**config.mk**
```make
export PLATFORM = sky130hd
export DESIGN_NAME = code_lock_ctrl
export DESIGN_NICKNAME = d
export VERILOG_FILES = /design/src/rtl/code_lock_ctrl.sv
export SDC_FILE = /design/constraint.sdc
export NUM_CORES = 1
export LEC_CHECK = 0
export CORE_ASPECT_RATIO = 1.25
export CORE_MARGIN = 2
export CORE_UTILIZATION = 55
export CTS_BUF_LIST = sky130_fd_sc_hd__clkbuf_16
export DETAILED_ROUTE_END_ITERATION = 6
export HOLD_SLACK_MARGIN = 0.06
export PLACE_DENSITY = 0.76
export SYNTH_ARGS = -nofsm -noshare
export SYNTH_HDL_FRONTEND = slang
export SYNTH_SLANG_ARGS = --single-unit
```
**constraint.sdc**
```tcl
create_clock -name clk -period 3.2 [get_ports clk]
set_input_delay 0.32 -clock clk [delete_from_list [all_inputs] [get_ports clk]]
set_output_delay 0.32 -clock clk [all_outputs]
set_load 0.03 [all_outputs]
```
**src/rtl/code_lock_ctrl.sv**
```systemverilog
// Keypad combination-lock controller: PIN compare, timed open, two-step PIN change, lockout.
// Optional CODE_LOCK_ENTRY_TIMEOUT_EN adds an inactivity timeout on partial entries.
module code_lock_ctrl #(
    parameter int DIGIT_W     = 4,
    parameter int PIN_LEN     = 4,
    parameter int MAX_FAIL    = 3,
    parameter int OPEN_CYC    = 500,
    parameter int LOCKOUT_CYC = 1000,
    parameter int TIMEOUT_CYC = 2000,
    parameter logic [PIN_LEN*DIGIT_W-1:0] DEFAULT_PIN = {4'd1, 4'd2, 4'd3, 4'd4},
    parameter logic [DIGIT_W-1:0] KEY_ENTER = 4'b1011,
    parameter logic [DIGIT_W-1:0] KEY_STAR  = 4'b1010
) (
    input  logic                            clk,
    input  logic                            reset_1,
    input  logic [DIGIT_W-1:0]              Code_1,
    input  logic                            Valid_1,
    output logic                            OPEN,
    output logic                            LOCK,
    output logic                            SAVE_LIGHT,
    output logic                            ALARM,
    output logic                            ERR,
    output logic                            SAVE_DONE,
    output logic [$clog2(MAX_FAIL+1)-1:0]   fail_count,
    output logic [2:0]                      state_dbg
);
    localparam int PW   = PIN_LEN * DIGIT_W;
    localparam int CW   = $clog2(PIN_LEN + 1);
    localparam int FW   = $clog2(MAX_FAIL + 1);
    localparam int TMAX = (OPEN_CYC > LOCKOUT_CYC) ? OPEN_CYC : LOCKOUT_CYC;
    localparam int TW   = (TMAX > 1) ? $clog2(TMAX) : 1;
    localparam logic [TW-1:0] OPEN_LD = TW'(OPEN_CYC - 1);
    localparam logic [TW-1:0] LOCK_LD = TW'(LOCKOUT_CYC - 1);

    typedef enum logic [2:0] {
        S_LOCKED  = 3'd0,
        S_OPEN    = 3'd1,
        S_SAVE1   = 3'd2,
        S_SAVE2   = 3'd3,
        S_LOCKOUT = 3'd4
    } state_t;

    state_t          state_q, state_n;
    logic [PW-1:0]   buf_q, buf_n, pin_q, pin_n, stash_q, stash_n;
    logic [CW-1:0]   cnt_q, cnt_n;
    logic            ovf_q, ovf_n;
    logic [TW-1:0]   tmr_q, tmr_n;
    logic [FW-1:0]   fail_n;
    logic            err_n, done_n, clr;
    logic            open_n, lock_n, save_n, alarm_n;
    logic            is_digit, is_enter, is_star, full, match_pin, match_stash, tmo;

`ifdef CODE_LOCK_ENTRY_TIMEOUT_EN
    localparam int IW = $clog2(TIMEOUT_CYC + 1);
    logic [IW-1:0] idle_q, idle_n;
    assign tmo = !Valid_1 && (idle_q == IW'(TIMEOUT_CYC - 1));
`else
    assign tmo = 1'b0;
`endif

    assign is_digit    = Valid_1 && (Code_1 <= DIGIT_W'(9));
    assign is_enter    = Valid_1 && (Code_1 == KEY_ENTER);
    assign is_star     = Valid_1 && (Code_1 == KEY_STAR);
    assign full        = (cnt_q == CW'(PIN_LEN)) && !ovf_q;
    assign match_pin   = full && (buf_q == pin_q);
    assign match_stash = full && (buf_q == stash_q);

    // State and datapath registers
    always_ff @(posedge clk) begin
        if (reset_1) begin
            state_q    <= S_LOCKED;
            buf_q      <= '0;
            cnt_q      <= '0;
            ovf_q      <= 1'b0;
            pin_q      <= DEFAULT_PIN;
            stash_q    <= '0;
            tmr_q      <= '0;
            fail_count <= '0;
            OPEN       <= 1'b0;
            LOCK       <= 1'b1;
            SAVE_LIGHT <= 1'b0;
            ALARM      <= 1'b0;
            ERR        <= 1'b0;
            SAVE_DONE  <= 1'b0;
        end else begin
            state_q    <= state_n;
            buf_q      <= buf_n;
            cnt_q      <= cnt_n;
            ovf_q      <= ovf_n;
            pin_q      <= pin_n;
            stash_q    <= stash_n;
            tmr_q      <= tmr_n;
            fail_count <= fail_n;
            OPEN       <= open_n;
            LOCK       <= lock_n;
            SAVE_LIGHT <= save_n;
            ALARM      <= alarm_n;
            ERR        <= err_n;
            SAVE_DONE  <= done_n;
        end
    end

`ifdef CODE_LOCK_ENTRY_TIMEOUT_EN
    assign idle_n = (Valid_1 || tmo || (state_n != state_q)) ? '0 : idle_q + 1'b1;
    always_ff @(posedge clk) begin
        if (reset_1) idle_q <= '0;
        else         idle_q <= idle_n;
    end
`endif

    assign state_dbg = state_q;

    // Next-state and datapath update
    always_comb begin
        state_n = state_q;
        buf_n   = buf_q;
        cnt_n   = cnt_q;
        ovf_n   = ovf_q;
        pin_n   = pin_q;
        stash_n = stash_q;
        tmr_n   = tmr_q;
        fail_n  = fail_count;
        err_n   = 1'b0;
        done_n  = 1'b0;
        clr     = 1'b0;

        if (is_digit && (state_q == S_LOCKED || state_q == S_SAVE1 || state_q == S_SAVE2)) begin
            if (cnt_q == CW'(PIN_LEN)) begin
                ovf_n = 1'b1;
            end else begin
                buf_n[(PIN_LEN-1-int'(cnt_q))*DIGIT_W +: DIGIT_W] = Code_1;
                cnt_n = cnt_q + 1'b1;
            end
        end

        case (state_q)
            S_LOCKED: begin
                if (is_star) begin
                    clr = 1'b1;
                end else if (is_enter) begin
                    if (match_pin) begin
                        state_n = S_OPEN;
                        fail_n  = '0;
                    end else begin
                        err_n  = 1'b1;
                        clr    = 1'b1;
                        fail_n = (fail_count == FW'(MAX_FAIL)) ? fail_count : fail_count + 1'b1;
                        if (fail_n == FW'(MAX_FAIL)) state_n = S_LOCKOUT;
                    end
                end else if (tmo && cnt_q != '0) begin
                    clr = 1'b1;
                end
            end
            S_OPEN: begin
                // Enter/Star win over expiry on the same cycle
                if (is_enter)           tmr_n   = OPEN_LD;
                else if (is_star)       state_n = S_SAVE1;
                else if (tmr_q == '0)   state_n = S_LOCKED;
                else                    tmr_n   = tmr_q - 1'b1;
            end
            S_SAVE1: begin
                if (is_enter) begin
                    if (full) begin
                        stash_n = buf_q;
                        state_n = S_SAVE2;
                    end else begin
                        err_n   = 1'b1;
                        state_n = S_LOCKED;
                    end
                end else if (is_star) begin
                    state_n = S_LOCKED;
                end else if (tmo) begin
                    err_n   = 1'b1;
                    state_n = S_LOCKED;
                end
            end
            S_SAVE2: begin
                if (is_enter) begin
                    if (match_stash) begin
                        pin_n  = stash_q;
                        done_n = 1'b1;
                    end else begin
                        err_n  = 1'b1;
                    end
                    state_n = S_LOCKED;
                end else if (is_star) begin
                    state_n = S_LOCKED;
                end else if (tmo) begin
                    err_n   = 1'b1;
                    state_n = S_LOCKED;
                end
            end
            S_LOCKOUT: begin
                if (tmr_q == '0) begin
                    state_n = S_LOCKED;
                    fail_n  = '0;
                end else begin
                    tmr_n = tmr_q - 1'b1;
                end
            end
            default: state_n = S_LOCKED;
        endcase

        if (clr || state_n != state_q) begin
            buf_n = '0;
            cnt_n = '0;
            ovf_n = 1'b0;
        end
        if (state_n == S_OPEN && state_q != S_OPEN)       tmr_n = OPEN_LD;
        if (state_n == S_LOCKOUT && state_q != S_LOCKOUT) tmr_n = LOCK_LD;
    end

    // Output decode from the next state, registered above
    always_comb begin
        open_n  = (state_n == S_OPEN);
        lock_n  = (state_n != S_OPEN);
        save_n  = (state_n == S_SAVE1) || (state_n == S_SAVE2);
        alarm_n = (state_n == S_LOCKOUT);
    end
endmodule
```
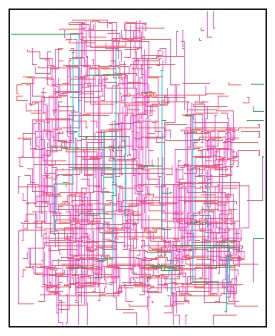
run_1/wires.png
colour	layer	wire length
green	metal 3	246 um
red	metal 1	3600 um
cyan	metal 4	382 um
magenta	metal 2	4430 um

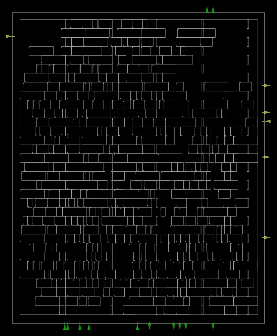
run_1/placement.png
Rows: 33
tap cells: 87

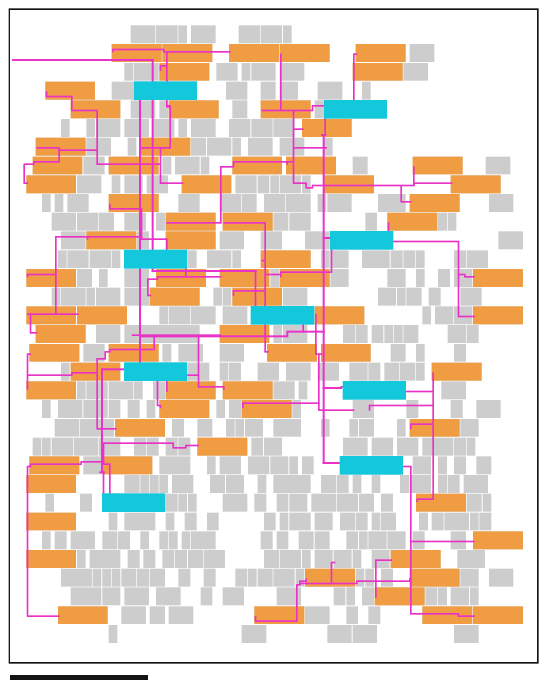
run_1/clk_routes.png
Scale bar: 20 um.
[magenta] clock wires | length: 885 um
[orange] flip-flops | count: 73
[cyan] clock drivers | count: 9
routed clock nets	10

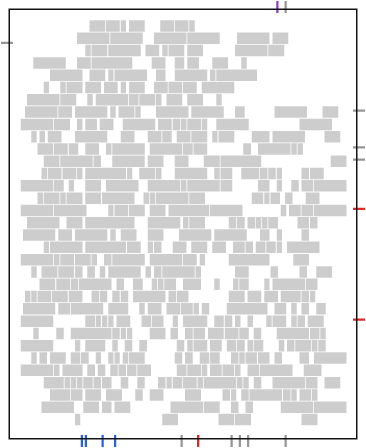
run_1/io_placement.png
Pins as bars across the die edge, other pins in grey.
colour	port	pins	direction	edge
red	`state_dbg`	3	output	2 east, 1 south
blue	`Code_1`	4	input	south
purple	`LOCK`	1	output	north
all pins by edge	10 south, 5 east, 2 north, 1 west

==> GITHUB_STEP_SUMMARY, run 1 <==
### Yosys + OpenROAD results

| Metric | Value |
|---|---|
| Post-synth ARST share | `0%` |
| Hold Path Depth | `2` |
| Longest Clk Path Bufs | `2` |
| Post-synth seq share | `40.4%` |
| Fp_density | `55.8%` |
| Fillers | `roughly 560` |
| Post-Syn Area | `3620 um^2` |
| Post-route DRC | `0` |
| Clock power share | `48.9%` |
| Gr ovfl total | `0` |
| Largest net degree at the start of global routing | `30` |
| Post-CTS setup buffer count | `0` |
| Rel. slew slack | `58.5%` |
| WL per Instance | `16.5 um` |
| Root Driver | `clkbuf_16` |
| Arrival @ worst endpoint | `3080 ps` |
| Tot GR Track Use | `25.0%` |
| Hold_buf cts | `0` |
| Status | `completed` |
| Max rail drop VDD | `0.435 mV` |
| Layout cells sized above 1 | `7.08%` |
| Power Internal | `around 1600 uW` |
| Cell taking the most area after synthesis | `dfxtp_1` |
| Number of global-route vias before repair | `just under 3k` |
| Worst Path Required | `3420 ps` |
| DRT iter0 DRCs | `141` |
| Crit Path Class | `flip-flop to flip-flop` |
| M2 GR Usage | `44.9%` |
| Final Net Count | `446` |
| Clock-pin slew on the worst setup and hold paths | `around 60 ps` |
| Pwr per Cell Area | `a little under 500 nW/um^2` |
| Hold Path End | `fail_count[1]` |
| Final worst path period need | `between 2000 and 3000 ps` |
| Post-synth area from yosys stat | `around 3600 um^2` |
| RSZ-0062 raised after global routing | `no` |
| # setup viols final | `0` |
| Tool Warnings | `29` |
| Routability cong. | `0.965` |
| Gr busiest metal | `met2` |
| Syn nets | `428` |
| Reg2Reg Depth | `9` |
| Setup TNS | `0 ps` |
| Die width | `76.5 um` |
| Ant. Diodes | `0` |
| Seq pwr share | `45.7%` |
| Chip Height | `94.7 um` |
| Initial antenna violation count | `0` |
| DR pass1 iterations | `4` |
| CP Capture Type | `flip-flop` |
| Synthesized instance count | `about 420` |
| FMAX | `roughly 350 MHz` |
| Resized Gates After CTS | `0` |
| Skew final | `5.41 ps` |
| R2R Path Start | `tmr_q[0]` |
| Min-delay worst type | `flip-flop to flip-flop` |
| H-tree depth | `3` |
| Reg area | `between 1000 and 1500 um^2` |
| Cell Type Count | `56` |
| Pre-CTS setup slack | `around 320 ps` |
| Antenna-violating nets left | `0` |
| Overall power | `2030 uW` |
| CTS buffer count | `9` |
| Vias per inst | `5.77` |
| # IOs | `18` |
| Number of port buffers | `17` |
| Logic area | `slightly above 2000 um^2` |
| Hold path start | `fail_count[0]` |
| Post-synth EDFFs | `0` |
| Area growth syn-to-layout | `15.4%` |
| Yosys top cell area share | `between 40% and 50%` |
| Final wirelength | `8.66 mm` |
| Worst setup path start | `tmr_q[0]` |
| Final setup margin | `338 ps` |
| Comb pwr share | `5.4%` |
run 1: final cells by class:
class	count	area share (%)
clock inverter	7	1.71
timing repair buffer	25	5.52
multi-input combinational	307	48.2
clock buffer	9	5.40
inverter	17	1.53
tap	87	2.61
sequential	73	35.0
run 1: power groups by stage:
stage               registers [uW]  clock network, uW  logic [uW]
floorplan                      944                  0        72.8
global placement               945                  0         105
detailed placement             946                  0         107
CTS                            926               1000         108
global route                   927               1050         119
finish                         926                990         110
run 1: how the worst max path moves through the flow:
stage	slack, ps	endpoint	cells after the start
after floorplan	590	tmr_q[2]	10
after global routing	200	tmr_q[2]	9
after detailed placement	320	tmr_q[2]	8
after CTS	370	tmr_q[2]	9
after global placement	390	tmr_q[2]	8
final	340	tmr_q[0]	9
run 1: layer usage:
metal | up-vias | wire length (um)
met1 | 1426 | 3600
met3 | 33 | 246
li1 | 1505 | -
met5 | - | 0
met4 | 0 | 381
met2 | 67 | 4430
run 1: metrics by stage:
stage                     util (%)  hold WS (ps)  area [um^2]  cells
after floorplan                  -           451         3620    415
after global placement        59.8           477         3880    509
after detailed placement      59.8           480         3880    509
after CTS                     64.4           497         4170    525
after global routing          64.4           509         4170    525
final                         64.4           493         4170    525
run 1: sequential cells by signal (all words and copies together) (netlist names):
name	count
ALARM	1
ERR	1
LOCK	1
OPEN	1
SAVE_DONE	1
SAVE_LIGHT	1
buf_q	16
cnt_q	3
fail_count	2
ovf_q	1
pin_q	16
stash_q	16
state_dbg	3
tmr_q	10
run 1: layout by cell type, fill, tap and decap left out, types with 2 or more instances in the layout:
cell type / instances
or4_1: 4
nand4_1: 8
a21oi_1: 19
nand2_1: 21
clkdlybuf4s50_1: 17
ha_1: 6
xor2_1: 10
and3_1: 3
o31ai_1: 2
and2_1: 4
clkbuf_16: 9
o21a_1: 2
nor4_1: 7
nor3_1: 11
o21ai_0: 14
nor2_1: 65
mux2i_1: 41
dfxtp_1: 73
o211ai_1: 2
and4_1: 3
or2_2: 4
or3_1: 2
a211oi_1: 4
inv_1: 18
and3b_1: 2
xnor2_1: 24
clkinvlp_4: 2
buf_4: 8
nand2b_1: 4
nand3_1: 19
run 1: synthesized netlist by cell type (all sizes together), types with 7 or more instances:
master  number
a21oi       19
nand4        8
o21ai       15
xnor2       24
nor3        11
xor2        10
dfxtp       73
nand3       19
nor4         7
mux2i       41
inv         17
nor2        65
clkbuf      12
nand2       21
run 1: critical path, cell delays in order (launching register included):
cell	delay, ps
dfxtp_1	310
inv_1	90
ha_1	220
or4b_1	550
nor4_1	340
o21ai_0	140
a2bb2oi_2	280
o21ba_1	400
nor3_1	120
o32ai_1	280
run 1: cell families after synthesis:
group           count (synthesis)  synth area share [%]
buf+inv                        35                  3.94
compound gates                 61                  11.2
simple gates                  164                  22.5
mux                            42                  11.7
fa+ha+maj                       6                  2.08
flops                          73                  40.4
xor+xnor                       34                  8.24
## Run 2: what changed since run 1
SETUP_SLACK_MARGIN = 0.1   (was unset)
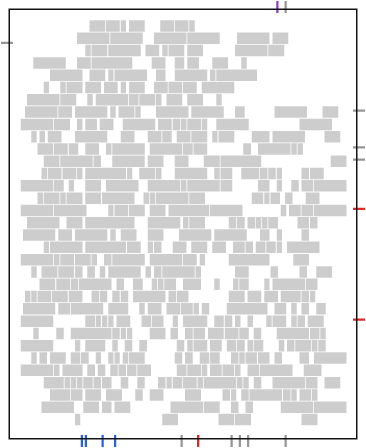
run_2/io_placement.png
Pins as bars across the die edge, other pins in grey.
colour	port	pins	direction	edge
blue	`Code_1`	4	input	south
red	`state_dbg`	3	output	2 east, 1 south
purple	`LOCK`	1	output	north
all pins by edge	10 south, 5 east, 2 north, 1 west

==> GITHUB_STEP_SUMMARY, run 2 <==
### Yosys + OpenROAD results

| Metric | Value |
|---|---|
| Tool Warnings | `29 (unchanged)` |
| CTS buffer count | `9 (unchanged)` |
| Hold_buf cts | `0 (unchanged)` |
| # setup viols final | `0 (unchanged)` |
| Pre-CTS setup slack | `324 ps (unchanged)` |
| Number of global-route vias before repair | `2930 (unchanged)` |
| Final setup margin | `338 ps (unchanged)` |
| RSZ-0062 raised after global routing | `no` |
| #FFs+latches synth | `around 73` |
| Final worst path period need | `2860 ps (unchanged)` |
| Routability cong. | `0.965 (unchanged)` |
| Reg area | `1460 um^2 (unchanged)` |
| Final Cell Area | `4170 um^2 (unchanged)` |
| Post-synth ARST share | `0% (unchanged)` |
| Root Driver | `clkbuf_16` |
| H-tree depth | `3 (unchanged)` |
| Top Layout Cells | `dfxtp_1, nor2_1, mux2i_1` |
| Cell taking the most area after synthesis | `dfxtp_1` |
| Layout cells sized above 1 | `7.08% (unchanged)` |
| Number of port buffers | `17 (unchanged)` |
| Final Net Count | `446 (unchanged)` |
| Placed Instance Area | `3880 um^2 (unchanged)` |
| CP max stage delay | `550 ps (about the same)` |
| Post-CTS setup buffer count | `0 (unchanged)` |
| Rows | `33 (unchanged)` |
| Tot GR Track Use | `25.0% (unchanged)` |
| Regs by FF count | `buf_q: 16 flops, pin_q: 16 flops, stash_q: 16 flops` |
| WL per Instance | `16.5 um (unchanged)` |
| FMAX | `349 MHz (unchanged)` |
| Yosys top cell area share | `40.4% (unchanged)` |
| Setup TNS | `0 ps (unchanged)` |
| Fp_density | `55.8% (unchanged)` |
| Min-delay worst type | `flip-flop to flip-flop` |
| Post-synth EDFFs | `0 (unchanged)` |
| Logic area | `2010 um^2 (unchanged)` |
| # IOs | `18 (unchanged)` |
| DR pass1 iterations | `4 (unchanged)` |
| Most frequent cells after synthesis | `dfxtp_1, nor2_1, mux2i_1, xnor2_1, nand2_1` |
| Longest Clk Path Bufs | `2 (unchanged)` |
| Initial antenna violation count | `0 (unchanged)` |
| WP buf/inv | `1 (unchanged)` |
| Syn Area/Cell | `8.71 um^2` |
| Post-synth area from yosys stat | `3620 um^2 (unchanged)` |
| Post-route DRC | `0 (unchanged)` |
| Pwr per Cell Area | `486 nW/um^2 (unchanged)` |
| Most numerous logic cell after layout | `dfxtp_1` |
| Rel. slew slack | `58.5% (unchanged)` |
| CP delay by family, top | `AND-OR/OR-AND gates` |
| Crit-path cells | `inv_1, ha_1, or4b_1, nor4_1, o21ai_0, a2bb2oi_2, o21ba_1, nor3_1, o32ai_1` |
| Worst Path Required | `3420 ps (about the same)` |
| Synthesized instance count | `415 (unchanged)` |
| Post-synth seq share | `40.4% (unchanged)` |
| Vias per inst | `5.77 (unchanged)` |
| DRT iter0 DRCs | `141 (unchanged)` |
| Chip Height | `94.7 um (unchanged)` |
| Resized Gates After CTS | `0 (unchanged)` |
| Die width | `76.5 um (unchanged)` |
| CP Capture Type | `flip-flop` |
| Clock-pin slew on the worst setup and hold paths | `60 ps (about the same)` |
| Crit Path Class | `flip-flop to flip-flop` |
| Syn nets | `428 (unchanged)` |
| Most common cell in the netlist | `dfxtp_1` |
| Antenna-violating nets left | `0 (unchanged)` |
| Gr ovfl total | `0 (unchanged)` |
| Arrival @ worst endpoint | `3080 ps (about the same)` |
| Final wirelength | `8.66 mm (unchanged)` |
| Post-Syn Area | `3620 um^2 (unchanged)` |
| Largest net degree at the start of global routing | `30 (unchanged)` |
| Cell Type Count | `56 (unchanged)` |
| Max rail drop VDD | `0.435 mV (unchanged)` |
| Status | `completed` |
| Ant. Diodes | `0 (unchanged)` |
| Area growth syn-to-layout | `15.4% (unchanged)` |
| Skew final | `5.41 ps (unchanged)` |
| Slowest stage cell, crit path | `or4b_1` |
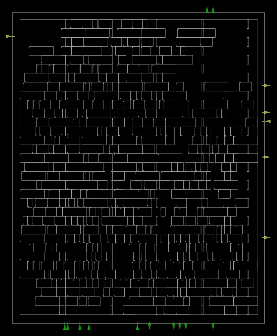
run_2/placement.png
Flop Count: 73
Util after Layout: 64.4%
Fillers: 556
Non-Filler Instances: 525
total core area: 6480 um^2

## run 2: final cells by class
| class | count | share of cell area, % |
|---|---|---|
| clock buffer | 9 | 5.40 |
| clock inverter | 7 | 1.71 |
| inverter | 17 | 1.53 |
| multi-input combinational | 307 | 48.2 |
| sequential | 73 | 35.0 |
| tap | 87 | 2.61 |
| timing repair buffer | 25 | 5.52 |
## run 2: power breakdown
group / switching [uW] / total, uW / internal [uW]
registers: 10.2 / 926 / 916
logic: 68.2 / 110 / 41.3
clock network: 388 / 990 / 603
total: 466 / 2030 / 1560
## run 2: final timing paths
kind | from | endpoint | slack [ps] | depth (start not counted)
hold reg to reg | fail_count[0] | fail_count[1] | 490 | 2
setup / recovery | tmr_q[0] | tmr_q[0] | 340 | 9
hold / removal | fail_count[0] | fail_count[1] | 490 | 2
setup reg to reg | tmr_q[0] | tmr_q[0] | 340 | 9
## run 2: worst register-to-register path: cells and delay by family, from the launching register on
kind	cells	cell delay, ps
fa+ha+maj	1	220
flops	1	310
simple gates	3	1010
compound gates	4	1100
buf+inv	1	90
## run 2: stage by stage
step	total power, uW	hold slack, ps	std cells
2_1_floorplan	1020	451	415
3_3_place_gp	1050	477	509
3_5_place_dp	1050	480	509
4_1_cts	2040	497	525
5_1_grt	2090	509	525
6_report	2030	493	525
## run 2: metal layers
metal  GRT usage, %  wire length (um)  vias to the layer above
li1               -                 -                     1505
met2           44.9              4430                       67
met1           27.0              3600                     1426
met5              0                 0                        -
met3           4.40               246                       33
met4           16.7               381                        0
## run 2: logic make-up (layout without fill, tap and decap cells)
group / after synthesis / after routing / synth area share (%)
flip-flops: 73 / 73 / 40.4
AND/OR/NAND/NOR: 164 / 164 / 22.5
multiplexers: 42 / 42 / 11.7
AND-OR/OR-AND: 61 / 61 / 11.2
adder cells (fa/ha/maj): 6 / 6 / 2.08
buffers and inverters: 35 / 58 / 3.94
XOR/XNOR: 34 / 34 / 8.24
## Run 3: what changed since run 2
CAP_MARGIN = 5   (was unset)
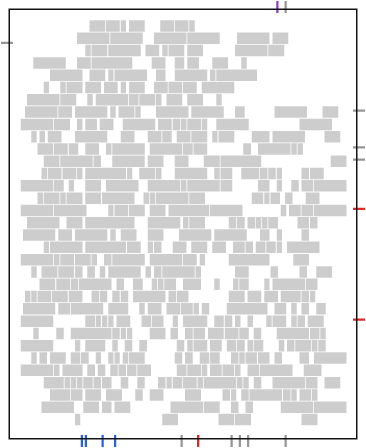
run_3/io_placement.png
Pins as bars across the die edge, other pins in grey.
colour	port	pins	direction	edge
red	`state_dbg`	3	output	2 east, 1 south
blue	`Code_1`	4	input	south
purple	`LOCK`	1	output	north
all pins by edge	10 south, 5 east, 2 north, 1 west

==> GITHUB_STEP_SUMMARY, run 3 <==
### Yosys + OpenROAD results

| Metric | Value |
|---|---|
| Status | `completed` |
| Synthesized instance count | `415 (unchanged)` |
| Post-synth EDFFs | `0 (unchanged)` |
| Clk ins delay skew pair | `330 ps` |
| Yosys top cell area share | `40.4% (unchanged)` |
| Global-route wire length before repair | `13.9 mm` |
| # setup viols final | `0 (unchanged)` |
| H-tree depth | `3 (unchanged)` |
| Tool Warnings | `29 (unchanged)` |
| DRT iter0 DRCs | `141 (unchanged)` |
| Largest net degree at the start of global routing | `30 (unchanged)` |
| Max rail drop VDD | `0.435 mV (unchanged)` |
| Resized Gates After CTS | `0 (unchanged)` |
| Max-Cap Viols | `0` |
| Cell Type Count | `56 (unchanged)` |
| Post-synth area from yosys stat | `3620 um^2 (unchanged)` |
| Worst Path Required | `3420 ps (about the same)` |
| Post-Syn Area | `3620 um^2 (unchanged)` |
| Post-route DRC | `0 (unchanged)` |
| Final worst path period need | `2860 ps (unchanged)` |
| Ant. Diodes | `0 (unchanged)` |
| Gr ovfl total | `0 (unchanged)` |
| #FFs+latches synth | `73 (unchanged)` |
| Root Driver | `clkbuf_16` |
| Number of port buffers | `17 (unchanged)` |
| # IOs | `18 (unchanged)` |
| Setup TNS | `0 ps (unchanged)` |
| Reg area | `1460 um^2 (unchanged)` |
| CP Capture Type | `flip-flop` |
| Layout cells sized above 1 | `7.08% (unchanged)` |
| M3 GR Usage | `4.40% (unchanged)` |
| FMAX | `349 MHz (unchanged)` |
| M2 GR Usage | `44.9% (unchanged)` |
| Fillers | `556 (unchanged)` |
| Tot GR Track Use | `25.0% (unchanged)` |
| Area growth syn-to-layout | `15.4% (unchanged)` |
| Chip Height | `94.7 um (unchanged)` |
| Pwr per Cell Area | `486 nW/um^2 (unchanged)` |
| DR pass1 iterations | `4 (unchanged)` |
| Min-delay worst type | `flip-flop to flip-flop` |
| Top Layout Cells | `dfxtp_1, nor2_1, mux2i_1` |
| Hold_buf cts | `0 (unchanged)` |
| Met1 GRT Util | `27.0% (unchanged)` |
| Skew final | `5.41 ps (unchanged)` |
| Die width | `76.5 um (unchanged)` |
| Regs by FF count | `buf_q: 16 flops, pin_q: 16 flops, stash_q: 16 flops` |
| Syn Area/Cell | `8.71 um^2 (unchanged)` |
| WL per Instance | `16.5 um (unchanged)` |
| Routability cong. | `0.965 (unchanged)` |
| Rel. slew slack | `58.5% (unchanged)` |
| Post-synth ARST share | `0% (unchanged)` |
| Longest Clk Path Bufs | `2 (unchanged)` |
| CTS buffer count | `9 (unchanged)` |
| Syn nets | `428 (unchanged)` |
| Rows | `33 (unchanged)` |
| Gr busiest metal | `met2` |
| Util after Layout | `64.4% (unchanged)` |
| Crit Path Class | `flip-flop to flip-flop` |
| Arrival @ worst endpoint | `3080 ps (about the same)` |
| Fp_density | `55.8% (unchanged)` |
| Total core area | `6480 um^2 (unchanged)` |
| Most common cell in the netlist | `dfxtp_1` |
| Final wirelength | `8.66 mm (unchanged)` |
| Most frequent cells after synthesis | `dfxtp_1, nor2_1, mux2i_1, xnor2_1, nand2_1` |
| Final Net Count | `446 (unchanged)` |
| Most numerous logic cell after layout | `dfxtp_1` |
| Cell taking the most area after synthesis | `dfxtp_1` |
| Vias per inst | `5.77 (unchanged)` |
| Antenna-violating nets left | `0 (unchanged)` |
| Clock-pin slew on the worst setup and hold paths | `60 ps (about the same)` |
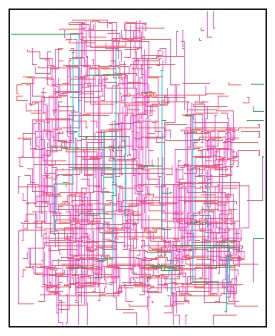
run_3/wires.png
colour	layer	wire length
magenta	metal 2	4430 um
cyan	metal 4	382 um
green	metal 3	246 um
red	metal 1	3600 um

-- run 3: report_power, final --
part | switching (uW) | internal (uW)
clock network | 388 | 603
logic | 68.2 | 41.3
registers | 10.2 | 916
total | 466 | 1560
-- run 3: cell type report --
class / instances / share of cell area, %
flip-flops and latches: 73 / 35.0
clock inverters: 7 / 1.71
multi-input cells: 307 / 48.2
well taps: 87 / 2.61
inverters: 17 / 1.53
clock buffers: 9 / 5.40
repair buffers: 25 / 5.52
-- run 3: cell families (layout without fill, tap and decap cells) --
family                     count (synthesis)  in the layout  share of synthesized area (%)
and+or+nand+nor                          164            164                           22.5
DFF                                       73             73                           40.4
AOI/OAI and AO/OA                         61             61                           11.2
muxes                                     42             42                           11.7
buffers and inverters                     35             58                           3.94
xor gates and xnor gates                  34             34                           8.24
adders and majority gates                  6              6                           2.08
-- run 3: critical path: stages, from the launching register on --
cell,delay [ps]
dfxtp_1,310
inv_1,90
ha_1,220
or4b_1,550
nor4_1,340
o21ai_0,140
a2bb2oi_2,280
o21ba_1,400
nor3_1,120
o32ai_1,280
-- run 3: metrics by stage --
| stage | hold slack (ps) | power, uW | setup WS, ps | instances | instance area, um^2 |
|---|---|---|---|---|---|
| final | 493 | 2030 | 338 | 525 | 4170 |
| after CTS | 497 | 2040 | 369 | 525 | 4170 |
| after floorplan | 451 | 1020 | 593 | 415 | 3620 |
| after global placement | 477 | 1050 | 389 | 509 | 3880 |
| after global routing | 509 | 2090 | 201 | 525 | 4170 |
| after detailed placement | 480 | 1050 | 324 | 509 | 3880 |
-- run 3: layer usage --
metal	vias to the layer above	wire, um
li1	1505	-
met1	1426	3600
met2	67	4430
met3	33	246
met4	0	381
met5	-	0
-- run 3: path summary, 6_finish.rpt --
kind / startpoint / to / slack, ps / cells after the start
worst max-delay path: tmr_q[0] / tmr_q[0] / 340 / 9
worst min-delay path: fail_count[0] / fail_count[1] / 490 / 2
worst max register to register: tmr_q[0] / tmr_q[0] / 340 / 9
worst min register to register: fail_count[0] / fail_count[1] / 490 / 2
No activity file was given, so power comes from the tool's default toggle rates.
